===== src/rtl/device_special_access_pkg.sv =====
// -----------------------------------------------------------------------------
// device_special_access_pkg
// Shared definitions for the special-space access controller: FSM state
// encoding, request-queue entry layout, address-decode constants and the
// address legality check.
// -----------------------------------------------------------------------------
package device_special_access_pkg;

    typedef enum logic [1:0] {
        ST_IDLE  = 2'd0,
        ST_ISSUE = 2'd1,
        ST_RESP  = 2'd2
    } state_t;

    // Entry field widths
    localparam int RW_W    = 1;
    localparam int ERR_W   = 1;
    localparam int RO_W    = 1;
    localparam int INDEX_W = 8;
    localparam int DATA_W  = 32;
    localparam int ADDR_W  = 32;

    // Byte address layout: [1:0] must be zero, [9:2] word index, [31:10] zero
    localparam int INDEX_LSB = 2;
    localparam int INDEX_MSB = INDEX_LSB + INDEX_W - 1;

    typedef struct packed {
        logic [RW_W-1:0]    rw;     // 1 = write
        logic [ERR_W-1:0]   err;    // illegal address, never reaches memory
        logic [RO_W-1:0]    ro;     // write to read-only word, silently dropped
        logic [INDEX_W-1:0] index;
        logic [DATA_W-1:0]  data;   // write data, zero for reads
    } req_entry_t;

    localparam int ENTRY_W = $bits(req_entry_t);

    // Misaligned or outside the 1 KiB special window
    function automatic logic addr_is_err(input logic [ADDR_W-1:0] addr);
        return (addr[INDEX_LSB-1:0] != '0) || (addr[ADDR_W-1:INDEX_MSB+1] != '0);
    endfunction

endpackage


===== src/rtl/device_special_access_if.sv =====
// -----------------------------------------------------------------------------
// device_special_access_if
// Bundles the requester bus and the special-memory port of the controller.
//   iBUS_REQ/RW/ADDR/DATA  request from requester
//   oBUS_BUSY              request queue full
//   oBUS_VALID/ERR/DATA    response to requester
//   iBUS_BUSY              requester back-pressure on responses
//   oSPECIAL_REQ/RW/ADDR/DATA  special-memory access
//   iSPECIAL_DATA          special-memory combinational read data
// slave  : the controller side
// master : the requester / memory side
// -----------------------------------------------------------------------------
interface device_special_access_if;
    import device_special_access_pkg::*;

    logic                iBUS_REQ;
    logic                oBUS_BUSY;
    logic                iBUS_RW;
    logic [ADDR_W-1:0]   iBUS_ADDR;
    logic [DATA_W-1:0]   iBUS_DATA;
    logic                oBUS_VALID;
    logic                oBUS_ERR;
    logic [DATA_W-1:0]   oBUS_DATA;
    logic                iBUS_BUSY;
    logic                oSPECIAL_REQ;
    logic                oSPECIAL_RW;
    logic [INDEX_W-1:0]  oSPECIAL_ADDR;
    logic [DATA_W-1:0]   oSPECIAL_DATA;
    logic [DATA_W-1:0]   iSPECIAL_DATA;

    modport slave (
        input  iBUS_REQ, iBUS_RW, iBUS_ADDR, iBUS_DATA, iBUS_BUSY, iSPECIAL_DATA,
        output oBUS_BUSY, oBUS_VALID, oBUS_ERR, oBUS_DATA,
        output oSPECIAL_REQ, oSPECIAL_RW, oSPECIAL_ADDR, oSPECIAL_DATA
    );

    modport master (
        output iBUS_REQ, iBUS_RW, iBUS_ADDR, iBUS_DATA, iBUS_BUSY, iSPECIAL_DATA,
        input  oBUS_BUSY, oBUS_VALID, oBUS_ERR, oBUS_DATA,
        input  oSPECIAL_REQ, oSPECIAL_RW, oSPECIAL_ADDR, oSPECIAL_DATA
    );

endinterface


===== src/rtl/device_special_req_fifo.sv =====
// -----------------------------------------------------------------------------
// device_special_req_fifo
// Synchronous FIFO, 2**DEPTH_LOG2 entries of WIDTH bits, show-ahead read.
//   i_clk, i_rst_n  clock, synchronous active-low reset
//   i_push, i_data  write side (ignored when full)
//   i_pop           read side (ignored when empty)
//   o_data          current head entry
//   o_full, o_empty occupancy flags
// Pointers carry one extra bit so full and empty differ only in that bit.
// -----------------------------------------------------------------------------
module device_special_req_fifo #(
    parameter int DEPTH_LOG2 = 2,
    parameter int WIDTH      = 8
) (
    input  logic             i_clk,
    input  logic             i_rst_n,
    input  logic             i_push,
    input  logic [WIDTH-1:0] i_data,
    input  logic             i_pop,
    output logic [WIDTH-1:0] o_data,
    output logic             o_full,
    output logic             o_empty
);
    localparam int DEPTH = 1 << DEPTH_LOG2;

    logic [WIDTH-1:0]    r_mem [DEPTH];
    logic [DEPTH_LOG2:0] r_wr_ptr;
    logic [DEPTH_LOG2:0] r_rd_ptr;
    logic                w_do_push;
    logic                w_do_pop;

    assign o_empty   = (r_wr_ptr == r_rd_ptr);
    assign o_full    = (r_wr_ptr[DEPTH_LOG2] != r_rd_ptr[DEPTH_LOG2]) &&
                       (r_wr_ptr[DEPTH_LOG2-1:0] == r_rd_ptr[DEPTH_LOG2-1:0]);
    assign w_do_push = i_push && !o_full;
    assign w_do_pop  = i_pop && !o_empty;
    assign o_data    = r_mem[r_rd_ptr[DEPTH_LOG2-1:0]];

    // NOTE: sequential state uses non-blocking assignments so every register
    // samples pre-edge values regardless of block ordering.
    always_ff @(posedge i_clk) begin
        if (!i_rst_n) begin
            r_wr_ptr <= '0;
            r_rd_ptr <= '0;
        end else begin
            if (w_do_push) r_wr_ptr <= r_wr_ptr + 1'b1;
            if (w_do_pop)  r_rd_ptr <= r_rd_ptr + 1'b1;
        end
    end

    // NOTE: the storage array is deliberately not reset; the pointers alone
    // define which entries are valid, so clearing data would only cost logic.
    always_ff @(posedge i_clk) begin
        if (w_do_push) r_mem[r_wr_ptr[DEPTH_LOG2-1:0]] <= i_data;
    end

endmodule


===== src/rtl/device_special_access_ctrl.sv =====
// -----------------------------------------------------------------------------
// device_special_access_ctrl
// Accepts word accesses to the special address space, queues them in
// acceptance order and performs them one at a time on the special-memory
// port, returning exactly one response per accepted request.
//   iCLOCK   sole clock
//   inRESET  synchronous active-low reset
//   bus      device_special_access_if.slave (requester bus + memory port)
// Illegal addresses respond with ERR=1; writes to the first RO_ENTRIES words
// are dropped without touching memory but still respond with ERR=0.
// -----------------------------------------------------------------------------
module device_special_access_ctrl
    import device_special_access_pkg::*;
#(
    parameter int FIFO_DEPTH_N = 2,
    parameter int RO_ENTRIES   = 2
) (
    input  logic                          iCLOCK,
    input  logic                          inRESET,
    device_special_access_if.slave        bus
);
    localparam logic [INDEX_W-1:0] RO_LIMIT = INDEX_W'(RO_ENTRIES);

    state_t             r_state;
    state_t             w_next_state;
    req_entry_t         w_push_entry;
    req_entry_t         w_head_entry;
    req_entry_t         r_entry;
    logic [ENTRY_W-1:0] w_head_bits;
    logic               w_push;
    logic               w_pop;
    logic               w_full;
    logic               w_empty;
    logic               w_issue;
    logic [DATA_W-1:0]  r_resp_data;
    logic               r_resp_err;

    // ---------------- request decode and queue ----------------
    assign bus.oBUS_BUSY = w_full;
    assign w_push        = bus.iBUS_REQ && !w_full;

    always_comb begin
        w_push_entry       = '0;
        w_push_entry.rw    = bus.iBUS_RW;
        w_push_entry.err   = addr_is_err(bus.iBUS_ADDR);
        w_push_entry.index = bus.iBUS_ADDR[INDEX_MSB:INDEX_LSB];
        w_push_entry.ro    = bus.iBUS_RW && !addr_is_err(bus.iBUS_ADDR) &&
                             (bus.iBUS_ADDR[INDEX_MSB:INDEX_LSB] < RO_LIMIT);
        w_push_entry.data  = bus.iBUS_RW ? bus.iBUS_DATA : '0;
    end

    device_special_req_fifo #(
        .DEPTH_LOG2 (FIFO_DEPTH_N),
        .WIDTH      (ENTRY_W)
    ) u_fifo (
        .i_clk   (iCLOCK),
        .i_rst_n (inRESET),
        .i_push  (w_push),
        .i_data  (w_push_entry),
        .i_pop   (w_pop),
        .o_data  (w_head_bits),
        .o_full  (w_full),
        .o_empty (w_empty)
    );

    assign w_head_entry = req_entry_t'(w_head_bits);

    // ---------------- FSM ----------------
    always_ff @(posedge iCLOCK) begin
        if (!inRESET) r_state <= ST_IDLE;
        else          r_state <= w_next_state;
    end

    // NOTE: every signal driven here gets a default first, so no path through
    // the case leaves a value unassigned and no latch is inferred.
    always_comb begin
        w_next_state      = r_state;
        w_pop             = 1'b0;
        w_issue           = (r_state == ST_ISSUE);
        bus.oSPECIAL_REQ  = 1'b0;
        bus.oSPECIAL_RW   = 1'b0;
        bus.oSPECIAL_ADDR = '0;
        bus.oSPECIAL_DATA = '0;
        bus.oBUS_VALID    = 1'b0;
        bus.oBUS_ERR      = 1'b0;
        bus.oBUS_DATA     = '0;

        unique case (r_state)
            ST_IDLE: begin
                if (!w_empty) begin
                    w_pop        = 1'b1;
                    w_next_state = ST_ISSUE;
                end
            end
            ST_ISSUE: begin
                // Strobe is suppressed during reset so a pending write can
                // never land in memory on the reset edge.
                bus.oSPECIAL_REQ  = !r_entry.err && !r_entry.ro && inRESET;
                bus.oSPECIAL_RW   = r_entry.rw;
                bus.oSPECIAL_ADDR = r_entry.index;
                bus.oSPECIAL_DATA = r_entry.data;
                w_next_state      = ST_RESP;
            end
            ST_RESP: begin
                bus.oBUS_VALID = 1'b1;
                bus.oBUS_ERR   = r_resp_err;
                bus.oBUS_DATA  = r_resp_data;
                if (!bus.iBUS_BUSY) w_next_state = ST_IDLE;
            end
            default: w_next_state = ST_IDLE;
        endcase
    end

    // ---------------- in-flight entry and response capture ----------------
    always_ff @(posedge iCLOCK) begin
        if (!inRESET) begin
            r_entry     <= '0;
            r_resp_data <= '0;
            r_resp_err  <= 1'b0;
        end else begin
            if (w_pop) r_entry <= w_head_entry;
            // Captured only on the ISSUE edge, so RESP holds it unchanged.
            if (w_issue) begin
                r_resp_err  <= r_entry.err;
                r_resp_data <= (!r_entry.rw && !r_entry.err) ? bus.iSPECIAL_DATA : '0;
            end
        end
    end

endmodule


===== src/flat_wrapper.sv =====
// flat-port wrapper written by rule: the top's interface ports become plain ports
module device_special_access_ctrl_flat import device_special_access_pkg::*;
#(
    parameter int FIFO_DEPTH_N = 2,
    parameter int RO_ENTRIES   = 2
)
  (iCLOCK, inRESET, bus_iBUS_REQ, bus_iBUS_RW, bus_iBUS_ADDR, bus_iBUS_DATA, bus_iBUS_BUSY, bus_iSPECIAL_DATA, bus_oBUS_BUSY, bus_oBUS_VALID, bus_oBUS_ERR, bus_oBUS_DATA, bus_oSPECIAL_REQ, bus_oSPECIAL_RW, bus_oSPECIAL_ADDR, bus_oSPECIAL_DATA);
  device_special_access_if bus_i ();
  input  logic iCLOCK;
  input  logic inRESET;
  input wire logic [$bits(bus_i.iBUS_REQ)-1:0] bus_iBUS_REQ;
  input wire logic [$bits(bus_i.iBUS_RW)-1:0] bus_iBUS_RW;
  input wire logic [$bits(bus_i.iBUS_ADDR)-1:0] bus_iBUS_ADDR;
  input wire logic [$bits(bus_i.iBUS_DATA)-1:0] bus_iBUS_DATA;
  input wire logic [$bits(bus_i.iBUS_BUSY)-1:0] bus_iBUS_BUSY;
  input wire logic [$bits(bus_i.iSPECIAL_DATA)-1:0] bus_iSPECIAL_DATA;
  output wire logic [$bits(bus_i.oBUS_BUSY)-1:0] bus_oBUS_BUSY;
  output wire logic [$bits(bus_i.oBUS_VALID)-1:0] bus_oBUS_VALID;
  output wire logic [$bits(bus_i.oBUS_ERR)-1:0] bus_oBUS_ERR;
  output wire logic [$bits(bus_i.oBUS_DATA)-1:0] bus_oBUS_DATA;
  output wire logic [$bits(bus_i.oSPECIAL_REQ)-1:0] bus_oSPECIAL_REQ;
  output wire logic [$bits(bus_i.oSPECIAL_RW)-1:0] bus_oSPECIAL_RW;
  output wire logic [$bits(bus_i.oSPECIAL_ADDR)-1:0] bus_oSPECIAL_ADDR;
  output wire logic [$bits(bus_i.oSPECIAL_DATA)-1:0] bus_oSPECIAL_DATA;
  assign bus_i.iBUS_REQ = bus_iBUS_REQ;
  assign bus_i.iBUS_RW = bus_iBUS_RW;
  assign bus_i.iBUS_ADDR = bus_iBUS_ADDR;
  assign bus_i.iBUS_DATA = bus_iBUS_DATA;
  assign bus_i.iBUS_BUSY = bus_iBUS_BUSY;
  assign bus_i.iSPECIAL_DATA = bus_iSPECIAL_DATA;
  assign bus_oBUS_BUSY = bus_i.oBUS_BUSY;
  assign bus_oBUS_VALID = bus_i.oBUS_VALID;
  assign bus_oBUS_ERR = bus_i.oBUS_ERR;
  assign bus_oBUS_DATA = bus_i.oBUS_DATA;
  assign bus_oSPECIAL_REQ = bus_i.oSPECIAL_REQ;
  assign bus_oSPECIAL_RW = bus_i.oSPECIAL_RW;
  assign bus_oSPECIAL_ADDR = bus_i.oSPECIAL_ADDR;
  assign bus_oSPECIAL_DATA = bus_i.oSPECIAL_DATA;
  device_special_access_ctrl #(.FIFO_DEPTH_N(FIFO_DEPTH_N), .RO_ENTRIES(RO_ENTRIES)) u_core (.iCLOCK(iCLOCK), .inRESET(inRESET), .bus(bus_i));
endmodule

===== config.mk =====
export PLATFORM = sky130hd
export DESIGN_NAME = device_special_access_ctrl_flat
export DESIGN_NICKNAME = d
export VERILOG_FILES = /design/src/rtl/device_special_access_pkg.sv /design/src/rtl/device_special_access_if.sv /design/src/rtl/device_special_req_fifo.sv /design/src/rtl/device_special_access_ctrl.sv /design/src/flat_wrapper.sv
export SDC_FILE = /design/constraint.sdc
export NUM_CORES = 1
export LEC_CHECK = 0
export ABC_AREA = 1
export CORE_ASPECT_RATIO = 1.4
export CORE_MARGIN = 2
export CORE_UTILIZATION = 49
export DETAILED_ROUTE_END_ITERATION = 16
export PLACE_DENSITY_LB_ADDON = 0.3
export SLEW_MARGIN = 20
export SYNTH_ARGS = -nofsm -noshare
export SYNTH_HDL_FRONTEND = slang
export SYNTH_SLANG_ARGS = --single-unit

===== constraint.sdc =====
create_clock -name iCLOCK -period 6.7 [get_ports iCLOCK]
set_input_delay 1.34 -clock iCLOCK [delete_from_list [all_inputs] [get_ports iCLOCK]]
set_output_delay 1.34 -clock iCLOCK [all_outputs]
set_load 0.02 [all_outputs]

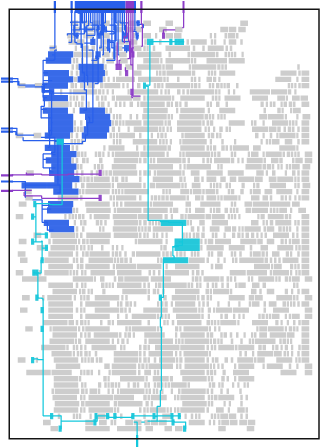
Fig. 1. Wires at chosen ports, followed through buffers.
Key: bus_iBUS_RW = cyan [bits 1, direction input, edge bottom, end cells 37, buffers 2, wire 476 um]; bus_oSPECIAL_ADDR = purple [bits 8, direction output, edge 6 top, 2 left, end cells 8, buffers 8, wire 242 um]; bus_iBUS_ADDR = blue [bits 32, direction input, edge 27 top, 5 left, end cells 46, buffers 32, wire 900 um]
I/O pin cnt: 178
PortBufs: 177

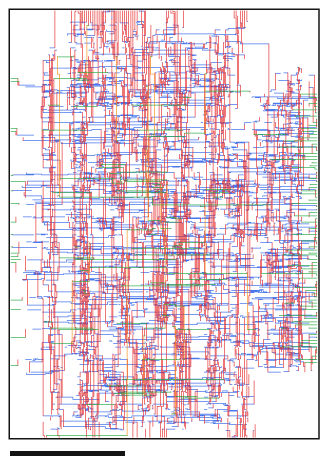
Fig. 2. Wiring by layer.
The bar under the picture is 50 um long.
Key: metal 2 = red [wire length 12,500 um]; metal 4 = orange [wire length 596 um]; metal 1 = blue [wire length 10,400 um]; metal 3 = green [wire length 1,640 um]
overall routing resource usage: 0.197
drt wl/cell: 13.3 um
vias: 8,811
DRT Wirelength: 25,100 um

-- worst paths after layout --
check                                               start                         end  slack [ns]
worst max-delay path                              inRESET            bus_oSPECIAL_REQ        1.96
worst min-delay path                    u_core.r_resp_err           u_core.r_resp_err        0.46
worst max register to register  u_core.u_fifo.r_rd_ptr[1]  u_core.u_fifo.r_mem[3][15]        3.31
worst min register to register          u_core.r_resp_err           u_core.r_resp_err        0.46
-- stage by stage --
stage	instances	cell area [um^2]	util
final	1887	14400	0.618
after detailed placement	1843	13600	0.582
after floorplan	1416	11700	-
after global routing	1887	14400	0.618
after CTS	1887	14400	0.618
after global placement	1843	13600	0.582
==> results.json <==
{
  "sh_seq_area": 0.476,
  "crit_type": "primary input to output port",
  "drv_slew": 0,
  "p_clk_frac": 0.270,
  "drt-initial-drc-count": 560,
  "endpoint_kind": "output port",
  "arrival_ns": 3.40,
  "maxCapViolCount": 0,
  "combPwrFrac": 0.340,
  "period_minus_slack_ns": 4.74,
  "top_cell": "nand2_1",
  "vdd_drop_max_mv": 0.213,
  "clockBufferDepth": 3,
  "fmax_ghz": 0.211,
  "yosysWarnings": 0,
  "die_h_um": 187,
  "ff_count": 256,
  "area_growth_syn_to_layout_pct": 23.3,
  "hp-class": "flip-flop to flip-flop",
  "wl_met2_um": 12500,
  "clkTransAtPathRegs_ns": 0.06,
  "status": "finished, final reports clean",
  "timing.hold.ws_ns": 0.455,
  "ys_seq_share": 0.586,
  "synth-edff-count": 172,
  "rsz0062_at_grt": "no",
  "clock-sinks": 256,
  "swShare": 0.359,
  "ys_cells": 1416,
  "crit_buf_inv": 4,
  "final_layout_size_suffix_gt1_frac": 0.0487,
  "fp_nets": 1522,
  "buffer_area_frac": 0.129,
  "nWellTaps": 306,
  "reg2reg_depth": 8,
  "chip_area_um2": 25100,
  "simple_gate_share": 0.247,
  "top_logic_kind": "simple AND/OR/NAND/NOR gates",
  "hold-path-cell-count": 2,
  "finish.net_count": 1669,
  "yosysUniqueCellTypes": 27,
  "seqPwrFrac": 0.390,
  "top_layer": "met4",
  "mux_area_frac": 0,
  "initCoreUtil": 0.501,
  "top_power_group": "sequential cells",
  "slew_headroom": 0.348,
  "comb-power_mw": 1.75,
  "p_leak_nw": 6.50,
  "synth_cells": 1416,
  "final-clk-cell-share": 0.0574,
  "grt_use_met1": 0.248,
  "lay_top_count": "nand2_1",
  "skew_ns": 0.0126
}
